## config.mk

```make
export PLATFORM = sky130hd
export DESIGN_NAME = rsc_constituent_encoder_flat
export DESIGN_NICKNAME = d
export VERILOG_FILES = /design/src/rtl/rsc_constituent_encoder_if.sv /design/src/rtl/rsc_constituent_encoder.sv /design/src/flat_wrapper.sv
export SDC_FILE = /design/constraint.sdc
export NUM_CORES = 1
export LEC_CHECK = 0
export CAP_MARGIN = 25
export CORE_MARGIN = 3
export CORE_UTILIZATION = 30
export CTS_CLUSTER_DIAMETER = 150
export DETAILED_ROUTE_END_ITERATION = 8
export GPL_TIMING_DRIVEN = 0
export MAX_ROUTING_LAYER = met4
export REMOVE_ABC_BUFFERS = 1
export SKIP_CTS_REPAIR_TIMING = 1
export SYNTH_ARGS = -nofsm -noshare
export SYNTH_HDL_FRONTEND = slang
export SYNTH_SLANG_ARGS = --single-unit
```

## constraint.sdc

```tcl
create_clock -name clk -period 2.55 [get_ports clk]
set_input_delay 0.6375 -clock clk [delete_from_list [all_inputs] [get_ports clk]]
set_output_delay 0.6375 -clock clk [all_outputs]
set_load 0.05 [all_outputs]
```

## src/rtl/rsc_constituent_encoder_if.sv

```systemverilog
// Handshake/data bundle between an RSC constituent encoder and its producer/consumer.
// Carries block start/length, the bit stream in, x/z out, register taps and status strobes.
// Optional abort line is present only when RSC_ABORT_EN is defined.
interface rsc_constituent_encoder_if #(
    parameter int KW = 13
);
    logic          start;
    logic [KW-1:0] k_len;
    logic          in_valid;
    logic          in_bit;
    logic          in_ready;
    logic          out_valid;
    logic          x;
    logic          z;
    logic          q0;
    logic          q1;
    logic          tailbits;
    logic          busy;
    logic          done;
    logic          len_err;
`ifdef RSC_ABORT_EN
    logic          abort;

    modport master (
        output start, k_len, in_valid, in_bit, abort,
        input  in_ready, out_valid, x, z, q0, q1, tailbits, busy, done, len_err
    );
    modport slave (
        input  start, k_len, in_valid, in_bit, abort,
        output in_ready, out_valid, x, z, q0, q1, tailbits, busy, done, len_err
    );
`else
    modport master (
        output start, k_len, in_valid, in_bit,
        input  in_ready, out_valid, x, z, q0, q1, tailbits, busy, done, len_err
    );
    modport slave (
        input  start, k_len, in_valid, in_bit,
        output in_ready, out_valid, x, z, q0, q1, tailbits, busy, done, len_err
    );
`endif
endinterface

```

## src/rtl/rsc_constituent_encoder.sv

```systemverilog
// LTE turbo RSC constituent encoder (fb 1+D^2+D^3, ff 1+D+D^3) with length count and 3-cycle termination.
// Latency: x/z registered, 1 cycle after an accepted bit; done 4 cycles after the K-th accepted bit.
// Backpressure: in_ready high only in DATA; optional abort input exists only under RSC_ABORT_EN.
module rsc_constituent_encoder #(
    parameter int KW   = 13,
    parameter int KMIN = 40,
    parameter int KMAX = 6144
) (
    input  logic                     clk,
    input  logic                     reset,
    rsc_constituent_encoder_if.slave bus
);
    localparam logic [1:0] IDLE = 2'd0;
    localparam logic [1:0] DATA = 2'd1;
    localparam logic [1:0] TAIL = 2'd2;

    localparam logic [KW-1:0] KMIN_W = KW'(KMIN);
    localparam logic [KW-1:0] KMAX_W = KW'(KMAX);

    logic [1:0]    state;
    logic [KW-1:0] k_reg;
    logic [KW-1:0] count;
    logic [KW-1:0] k_last;
    logic [1:0]    tcnt;
    logic          s1, s2, s3;   // s1 is the newest register bit
    logic          fb;
    logic          k_ok;
    logic          abort_hit;

    // Feedback term and length legality, evaluated combinationally for the current cycle.
    assign fb     = bus.in_bit ^ s2 ^ s3;
    assign k_ok   = (bus.k_len >= KMIN_W) && (bus.k_len <= KMAX_W);
    assign k_last = k_reg - 1'b1;

`ifdef RSC_ABORT_EN
    assign abort_hit = bus.abort && (state != IDLE);
`else
    assign abort_hit = 1'b0;
`endif

    // Status outputs follow the state register directly.
    assign bus.in_ready = (state == DATA);
    assign bus.busy     = (state != IDLE);

    // Main FSM, trellis registers and registered outputs.
    always_ff @(posedge clk) begin
        if (reset) begin
            state         <= IDLE;
            k_reg         <= '0;
            count         <= '0;
            tcnt          <= '0;
            s1            <= 1'b0;
            s2            <= 1'b0;
            s3            <= 1'b0;
            bus.out_valid <= 1'b0;
            bus.x         <= 1'b0;
            bus.z         <= 1'b0;
            bus.q0        <= 1'b0;
            bus.q1        <= 1'b0;
            bus.tailbits  <= 1'b0;
            bus.done      <= 1'b0;
            bus.len_err   <= 1'b0;
        end else begin
            // Strobes default low; q0/q1 show the register value seen by the cycle that produced x/z.
            bus.out_valid <= 1'b0;
            bus.tailbits  <= 1'b0;
            bus.done      <= 1'b0;
            bus.len_err   <= 1'b0;
            bus.q0        <= s2;
            bus.q1        <= s3;

            if (abort_hit) begin
                state <= IDLE;
                count <= '0;
                tcnt  <= '0;
                s1    <= 1'b0;
                s2    <= 1'b0;
                s3    <= 1'b0;
            end else begin
                case (state)
                    IDLE: begin
                        if (bus.start) begin
                            if (k_ok) begin
                                k_reg <= bus.k_len;
                                count <= '0;
                                s1    <= 1'b0;
                                s2    <= 1'b0;
                                s3    <= 1'b0;
                                state <= DATA;
                            end else begin
                                bus.len_err <= 1'b1;
                            end
                        end
                    end
                    DATA: begin
                        if (bus.in_valid) begin
                            bus.x         <= bus.in_bit;
                            bus.z         <= fb ^ s1 ^ s3;
                            bus.out_valid <= 1'b1;
                            s1            <= fb;
                            s2            <= s1;
                            s3            <= s2;
                            count         <= count + 1'b1;
                            if (count == k_last) begin
                                state        <= TAIL;
                                tcnt         <= '0;
                                bus.tailbits <= 1'b1;
                            end
                        end
                    end
                    TAIL: begin
                        // Forcing u = s2^s3 zeroes the feedback, so the register drains to zero.
                        bus.x         <= s2 ^ s3;
                        bus.z         <= s1 ^ s3;
                        bus.out_valid <= 1'b1;
                        s1            <= 1'b0;
                        s2            <= s1;
                        s3            <= s2;
                        if (tcnt == 2'd2) begin
                            state    <= IDLE;
                            tcnt     <= '0;
                            bus.done <= 1'b1;
                        end else begin
                            tcnt <= tcnt + 1'b1;
                        end
                    end
                    default: state <= IDLE;
                endcase
            end
        end
    end
endmodule

```

## src/flat_wrapper.sv

```systemverilog
// flat-port wrapper written by rule: the top's interface ports become plain ports
module rsc_constituent_encoder_flat 
#(
    parameter int KW   = 13,
    parameter int KMIN = 40,
    parameter int KMAX = 6144
)
  (clk, reset, bus_start, bus_k_len, bus_in_valid, bus_in_bit, bus_in_ready, bus_out_valid, bus_x, bus_z, bus_q0, bus_q1, bus_tailbits, bus_busy, bus_done, bus_len_err);
  rsc_constituent_encoder_if #(.KW(KW)) bus_i ();
  input  logic clk;
  input  logic reset;
  input wire logic [$bits(bus_i.start)-1:0] bus_start;
  input wire logic [$bits(bus_i.k_len)-1:0] bus_k_len;
  input wire logic [$bits(bus_i.in_valid)-1:0] bus_in_valid;
  input wire logic [$bits(bus_i.in_bit)-1:0] bus_in_bit;
  output wire logic [$bits(bus_i.in_ready)-1:0] bus_in_ready;
  output wire logic [$bits(bus_i.out_valid)-1:0] bus_out_valid;
  output wire logic [$bits(bus_i.x)-1:0] bus_x;
  output wire logic [$bits(bus_i.z)-1:0] bus_z;
  output wire logic [$bits(bus_i.q0)-1:0] bus_q0;
  output wire logic [$bits(bus_i.q1)-1:0] bus_q1;
  output wire logic [$bits(bus_i.tailbits)-1:0] bus_tailbits;
  output wire logic [$bits(bus_i.busy)-1:0] bus_busy;
  output wire logic [$bits(bus_i.done)-1:0] bus_done;
  output wire logic [$bits(bus_i.len_err)-1:0] bus_len_err;
  assign bus_i.start = bus_start;
  assign bus_i.k_len = bus_k_len;
  assign bus_i.in_valid = bus_in_valid;
  assign bus_i.in_bit = bus_in_bit;
  assign bus_in_ready = bus_i.in_ready;
  assign bus_out_valid = bus_i.out_valid;
  assign bus_x = bus_i.x;
  assign bus_z = bus_i.z;
  assign bus_q0 = bus_i.q0;
  assign bus_q1 = bus_i.q1;
  assign bus_tailbits = bus_i.tailbits;
  assign bus_busy = bus_i.busy;
  assign bus_done = bus_i.done;
  assign bus_len_err = bus_i.len_err;
  rsc_constituent_encoder #(.KW(KW), .KMIN(KMIN), .KMAX(KMAX)) u_core (.clk(clk), .reset(reset), .bus(bus_i));
endmodule
```

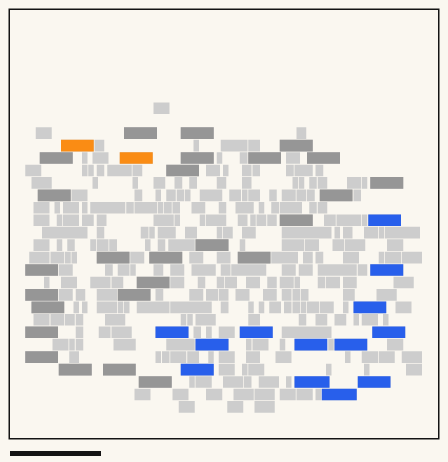
*Where the registers sit*
Scale bar: 20 um. Other sequential cells in the stronger grey, the rest of the logic in the fainter grey.
u_core.k_reg: shown in blue, sequential cells 13. u_core.tcnt: shown in orange, sequential cells 2.
Another 26 sequential cells are not coloured.

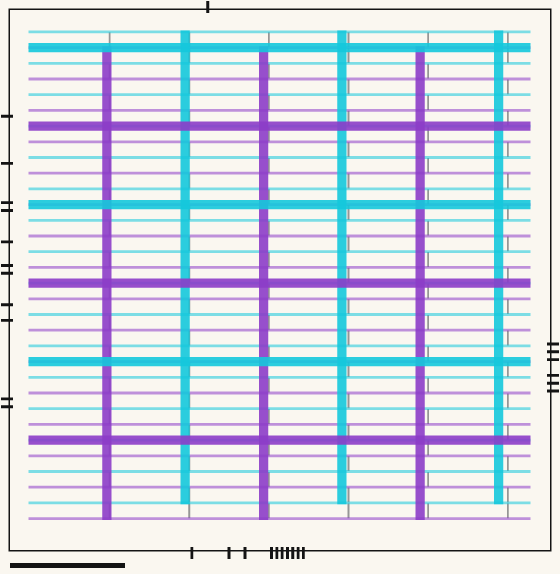
*Floorplan with the power grid*
Scale bar: 20 um. Pins as bars on the die edge. Tap cells in grey.
VSS: shown in purple. VDD: shown in cyan.
6 straps on met5. 99 tap cells. 28 signal pins sit on the boundary. 6 straps on met4.
Core ar.: 7330 um^2
Max VDD drop: 0.353 mV
Die Y: 93.6 um
Die Wd: 93.6 um

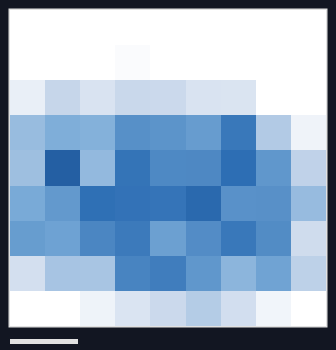
*Local utilization*
Scale bar: 20 um. 9 x 9 tiles, from white (low) to dark blue (high), 0 to 100% covered.
2.5% of the tiles are over 75% full. The mean over all tiles is 33%. The emptiest ninth of the die: north-east. The densest ninth of the die: centre.

==> flow_summary.ini <==
; synthesis and place-and-route metrics
[status]
status = complete, no violations

[place]
dp_slack_ps = -1340
post_dp_cell_area_um2 = 2660

[worst_hold_path]
hp-class = reg2reg

[finish]
num-multi-input-gates = 209
n_all_inverters = 9
seq_area_share_pct = 27.3
nClkBuffers = 5

[synthesis]
ys_sh_adder_pct = 3.81
simple_gate_area_share_pct = 26.0
topCellsByArea = dfxtp_1 (36%), xnor2_1 (8.0%), mux2i_1 (7.4%)
common_cells = dfxtp_1 (41), nor2_1 (37), xnor2_1 (21)

[route]
drt.antenna.violating_nets = 0
routed_wl_mm = 5.34
viasPerCell = 4.95

[worst_setup_path]
reg2reg_from = u_core.k_reg[0]
endpoint = u_core.count[11]
reg2reg_depth = 9

[final_timing]
holdWs_ps = 495
setup_ws_ps = 85.1
rsz0062_at_grt = no
drv_slew = 0

[run]
tool_warnings = 29

[clocking]
clk_latency_ps = 290
cts_tree = yes

[grt]
grtUsageMet2_pct = 19.6
grt_pass1_wl_mm = 8.69

[power_and_ir_drop]
powerDensity_nw_per_um2 = 705
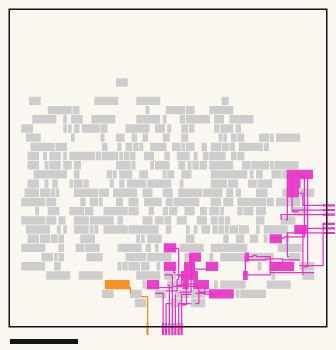
*I/O nets highlighted*
Scale bar: 20 um.
bus_k_len: shown in magenta, direction input, edge 7 south, 6 east, end cells 21, wire 436 um. bus_len_err: shown in orange, direction output, edge south, end cells 1, wire 12.3 um.
PortBufs: 27
IO Pins: 28

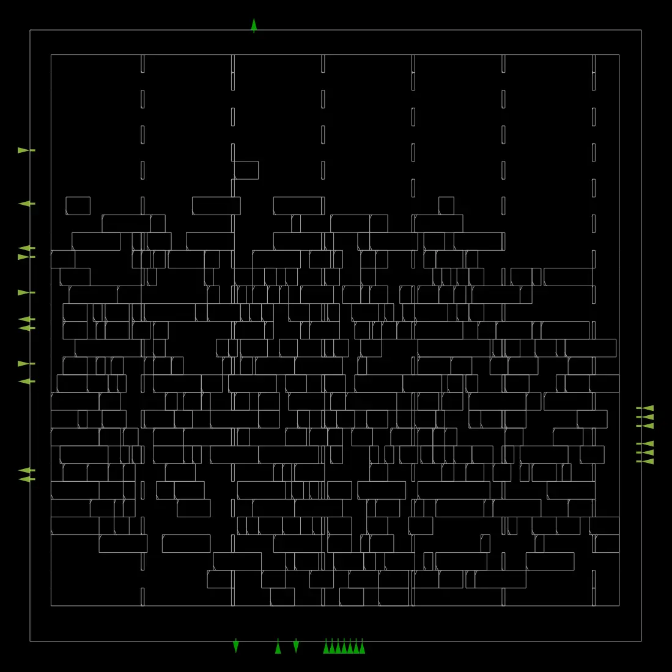
*Cell placement*
Flops: 41
fill count: 731
number of core rows: 31
Util after Layout: 41.1%

